**Run 1: port wiring**

(4 px per um)
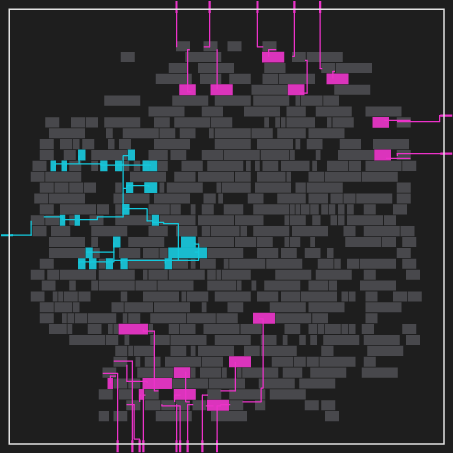
**Run 1: gate families picked out**

(3 px per um)
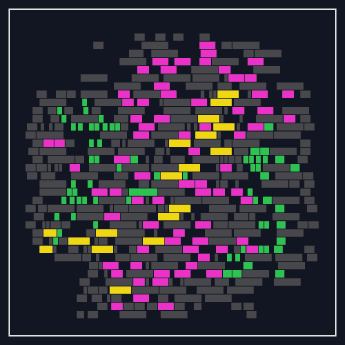
**Run 1: the clock network**

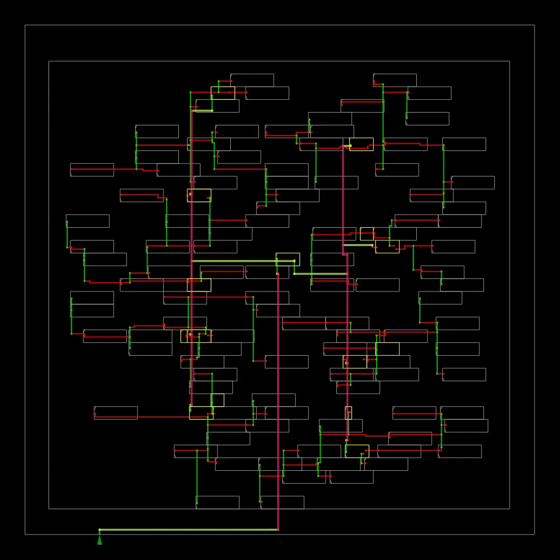
==> config.mk <==
export PLATFORM = sky130hd
export DESIGN_NAME = pipe_addsub_flat
export DESIGN_NICKNAME = d
export VERILOG_FILES = /design/src/rtl/pipe_addsub_pkg.sv /design/src/rtl/pipe_addsub_if.sv /design/src/rtl/pipe_addsub_slice.sv /design/src/rtl/pipe_addsub.sv /design/src/flat_wrapper.sv
export SDC_FILE = /design/constraint.sdc
export NUM_CORES = 1
export LEC_CHECK = 0
export CAP_MARGIN = 10
export CORE_MARGIN = 5
export CORE_UTILIZATION = 50
export CTS_CLUSTER_DIAMETER = 100
export DETAILED_ROUTE_END_ITERATION = 10
export HOLD_SLACK_MARGIN = 0.02
export PLACE_DENSITY = 0.75
export SETUP_SLACK_MARGIN = 0.4
export SLEW_MARGIN = 20
export SYNTH_ARGS = -nofsm -noshare
export SYNTH_HDL_FRONTEND = slang
export SYNTH_HIERARCHICAL = 1
export SYNTH_SLANG_ARGS = --single-unit
==> constraint.sdc <==
create_clock -name clk -period 7.2 [get_ports clk]
set_input_delay 1.44 -clock clk [delete_from_list [all_inputs] [get_ports clk]]
set_output_delay 1.44 -clock clk [all_outputs]
set_load 0.02 [all_outputs]
==> flow_metrics.tcl, run 1 <==
# implementation run metrics
set metrics [dict create \
    status "finished, final reports clean" \
    rows 35 \
    switching_power_mw 0.560 \
    slowest_stage "clkdlybuf4s50_1" \
    pwr.group.clock_mw 0.326 \
    dominant_cells "flip-flops and latches" \
    clkbuf_count 13 \
    cpPeakStageDelay_ns 0.80 \
    common_cells "104 x dfrtp_1, 47 x o21ai_0, 42 x inv_1" \
    synth-simple-area-share_pct 1.99 \
    logic_gates 191 \
    vdd_drop_max_mv 0.142 \
    grt_pass1_wl_um 15100 \
    pg_seq_mw 0.848 \
    fp-utilization_pct 51.8 \
    mostFrequentLayoutCells "104 x dfrtp_1, 59 x clkdlybuf4s50_1, 47 x o21ai_0, 42 x inv_1" \
    place.gp.congestion 0.767 \
    inverters 43 \
    drc 0 \
    track_usage_pct 16.7 \
    ys_seq_elements 104 \
    ff2ff_path_depth 11 \
    power_leader "registers" \
    root_buffer "clkbuf_8" \
    ys_warn_count 6 \
    post_cts_buffers 0 \
    drive_gt1_share_pct 21.6 \
    signal_buffers 63 \
    cpMostUsedCell "clkdlybuf4s50_1" \
    layout_min_cycle_time_ns 5.55 \
    synth_nets 415 \
    cts_tree "built" \
    rsz0062_at_grt "false" \
    met1_usage_pct 24.1 \
    period_used_pct 77.1 \
    comb_cell_power_mw 0.581 \
    wl_met3_um 366 \
    aoi_share_pct 8.49 \
    p_sw_share_pct 31.9 \
    grt_max_degree 69 \
    mi_logic_area_mm2 0.00194 \
    vias 2821 \
    met2_wirelength_um 4090 \
    path_clk_slew_ns 0.09 \
    hpwlAfterDp_um 6210 \
    synth.top_cell.area_share_pct 53.8 \
    ys_sh_adder_pct 7.14 \
    die_height_um 108 \
    required_ns 5.76 \
    critPathArrivalTime_ns 4.11 \
    hold_viol_final 0 \
    grt_use_met2_pct 25.0 \
    tns_ns 0 \
    critical_path.endpoint_type "output port" \
    drtIter0Drc 154 \
    warning_count 27 \
    ys_chip_area_mm2 0.00483 \
    drv_slew 0 \
    cts_buffers 9 \
    core-area_mm2 0.00933 \
    wirelength_um 8850 \
    top_usage_layer "met2" \
    top_layer "met4" \
    tightest_slew_ns 0.923 \
    hp-class "reg -> reg" \
    p_leak_nw 2.53 \
    hold_depth 1 \
    critPathKind "in -> out" \
    synthTopLogicFamily "multiplexers" \
    cts_hold_buf 0 \
    slew_headroom_pct 38.5 \
    well_tap_count 129 \
]
Back to the opening pictures, 'port wiring':
Key: `bus_a` = magenta [bits 16, direction input, edge 9 bottom, 5 top, 2 right, end cells 16, wire 346 um]; `bus_flush` = cyan [bits 1, direction input, edge left, end cells 23, wire 159 um]
# port buffers: 60
num ports: 61

Back to the opening pictures, 'gate families picked out':
Key: adder and majority cells = yellow [cells 18, most used fa_1]; multiplexers = magenta [cells 71]; inverting AOI/OAI gates = green [cells 66, most used o21ai_0]
Comb/total area: 34.3%
most used logic cell in the final layout: dfrtp_1

Back to the opening pictures, 'the clock network':
clock latency on the worst-skew pair: 0.36 ns
clock skew: 0.00764 ns

==> run 1: worst max-delay path, delay by kind of cell <==
family	cells	cell delay, ns
simple gates	1	0.44
buf+inv	3	2.19
==> run 1: per-stage QoR <==
step / cell area [um^2] / power, mW / instances / hold WS [ns] / worst slack, ns
6_report: 5660 / 1.76 / 545 / 0.511 / 1.65
3_5_place_dp: 5480 / 1.44 / 530 / 0.489 / 1.67
3_3_place_gp: 5480 / 1.41 / 530 / 0.486 / 1.74
2_1_floorplan: 4830 / 1.20 / 357 / 0.466 / 3.09
4_1_cts: 5650 / 1.77 / 545 / 0.514 / 1.67
5_1_grt: 5660 / 1.87 / 545 / 0.532 / 1.48
**Run 1: sequential cells grouped by signal name**

(2 px per um)
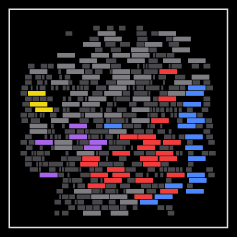

--- run 2 (diff from run 1) ---
--- a/config.mk
+++ b/config.mk
@@ -11,7 +11,7 @@
 export CTS_CLUSTER_DIAMETER = 100
 export DETAILED_ROUTE_END_ITERATION = 10
 export HOLD_SLACK_MARGIN = 0.02
-export PLACE_DENSITY = 0.75
+export PLACE_DENSITY = 0.78
 export SETUP_SLACK_MARGIN = 0.4
 export SLEW_MARGIN = 20
 export SYNTH_ARGS = -nofsm -noshare
==> constraint.sdc (replaced) <==
create_clock -name clk -period 4.7 [get_ports clk]
set_input_delay 0.94 -clock clk [delete_from_list [all_inputs] [get_ports clk]]
set_output_delay 0.94 -clock clk [all_outputs]
set_load 0.02 [all_outputs]
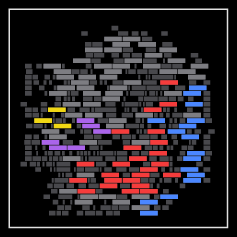
**Above:** run 2 (sequential cells grouped by signal name).
(2 px per um)
Key: `u_core/sumIn` = red [sequential cells 24]; `u_core/opIn` = purple [sequential cells 6]; `u_core/vIn` = yellow [sequential cells 3]; `u_core/bus.result` = blue [sequential cells 16]
Another 55 sequential cells are not colored.
sequential power: 1.30 mW
Storage cell area: 0.00260 mm^2

==> run 2 against run 1 <==
Non-clock buffer count increased by 2. Synthesized area unchanged. Clock-buffer cell count decreased by 3. Global-route usage decreased by 0.57 points. Combinational power increased by about 50%. Clock skew about the same. Critical path type is now in -> reg. Critical endpoint is now u_core/sumIn[35]$_DFFE_PN0N_. Largest cell class unchanged.
==> flow_metrics.tcl, run 2 <==
# implementation run metrics
set metrics [dict create \
    final_cells 548 \
    drv_slew 0 \
    bufAreaShareNonClock_pct 11.1 \
    status "finished, final reports clean" \
    common_cells "104 x dfrtp_1, 47 x o21ai_0, 42 x inv_1" \
    mostFrequentLayoutCells "104 x dfrtp_1, 59 x clkdlybuf4s50_1, 47 x o21ai_0, 42 x inv_1" \
    required_ns 4.94 \
    drc 0 \
    synth.top_cell.area_share_pct 53.8 \
    warning_count 27 \
    cts_buffers 9 \
    cts_hold_buf 0 \
    met2_wirelength_um 3860 \
    die_height_um 108 \
    inverters 43 \
    sh_comb_area_pct 33.9 \
    wl_met1_um 4310 \
    vdd_drop_max_mv 0.189 \
    core-area_mm2 0.00933 \
    netlist_area_mm2 0.00483 \
    cpPeakStageDelay_ns 0.48 \
    synth_top_cell_by_count "dfrtp_1" \
    signal_buffers 65 \
    cts.sinks 104 \
    p_sw_share_pct 31.2 \
    clockNetworkAreaShare_pct 3.85 \
    final.setup.worst_slack_ns 1.03 \
    ys_warn_count 6 \
    grt_pass1_wl_um 14900 \
    p_leak_nw 2.56 \
    wl_met3_um 331 \
    post_cts_buffers 0 \
    preCtsSetupSlack_ns 0.658 \
    critPathArrivalTime_ns 3.91 \
    place_area_mm2 0.00549 \
    clkbuf_count 10 \
    hpwlAfterDp_um 6030 \
    top_area_cell "dfrtp_1" \
    slew_headroom_pct 32.8 \
    tns_ns 0 \
    io_buffers 60 \
    final_area_mm2 0.00572 \
    synth-edff-count 0 \
    lay_top_count "dfrtp_1" \
    dp.cells 532 \
    p_seq_share_pct 46.9 \
    viasPerCell 5.04 \
    cts-resized-gates 0 \
    period_used_pct 78.0 \
    pwr.group.clock_mw 0.599 \
    cts_tree "built" \
    setup_viol 0 \
    dominant_cells "flip-flops and latches" \
    flops 104 \
    well_tap_count 129 \
    clkLatencyLatePin_ns 0.36 \
    mi_logic_area_mm2 0.00194 \
    cp_top_family "adder cells" \
    hold_depth 1 \
    clock-skew-final_ns 0.00752 \
    ys_seq_elements 104 \
    comb_cell_power_mw 0.873 \
    layout_min_cycle_time_ns 3.67 \
    wirelength_um 8610 \
    num_antenna_cells 0 \
    top_layer "met4" \
    critPathKind "in -> reg" \
    critPathMaxFanout 9 \
    maxCapViolations 0 \
    path_clk_slew_ns 0.09 \
    die-area_mm2 0.0117 \
    grt_max_degree 75 \
    track_usage_pct 16.1 \
    io_pins 61 \
    worstPathBufferInverterCount 5 \
    place.gp.congestion 0.806 \
    ys_chip_area_mm2 0.00483 \
    synth_nets 415 \
    fp-utilization_pct 51.8 \
    switching_power_mw 0.863 \
    root_buffer "clkbuf_8" \
    final_nets 472 \
    ys_seq_share_pct 53.8 \
    path_depth 12 \
    tightest_slew_ns 1.01 \
    slowest_stage "clkdlybuf4s50_1" \
    critical_path.endpoint_type "flop" \
    hold-worst-slack_ns 0.508 \
    power_leader "registers" \
    synthArstFlopShare_pct 100 \
    drive_gt1_share_pct 22.7 \
    grt_overflow 0 \
    avgSynthCellArea_um2 13.5 \
    rsz0062_at_grt "false" \
    ff2ff_path_depth 11 \
    vias 2762 \
    netlist_instances 357 \
    ys_types 29 \
    logic_gates 191 \
    rows 35 \
    startpoint_type "primary input" \
    drtIter0Drc 148 \
    hp-class "reg -> reg" \
    hold_viol_final 0 \
]
run 2: cell counts after synthesis:
Identical to the previous run, type by type.
run 2: cells by family after synthesis:
family	Yosys count	synth area share (%)
AND-OR/OR-AND	67	8.49
XOR/XNOR	18	3.26
multiplexers	71	19.1
flip-flops	104	53.8
buffers and inverters	62	6.19
adder cells (fa/ha/maj)	18	7.14
AND/OR/NAND/NOR	17	1.99
run 2: metal layers:
| layer | track usage (%) | up-vias |
|---|---|---|
| met5 | 0 | - |
| met4 | 5.41 | 0 |
| met1 | 24.6 | 1378 |
| met2 | 23.8 | 65 |
| li1 | - | 1309 |
| met3 | 2.33 | 10 |
run 2: metrics by stage:
stage	total power, mW	util, %
final	2.77	61.3
after detailed placement	2.18	58.9
after global routing	2.94	61.3
after global placement	2.14	58.9
after CTS	2.78	61.3
after floorplan	1.84	-
Power is estimated from default activity; no workload was simulated.
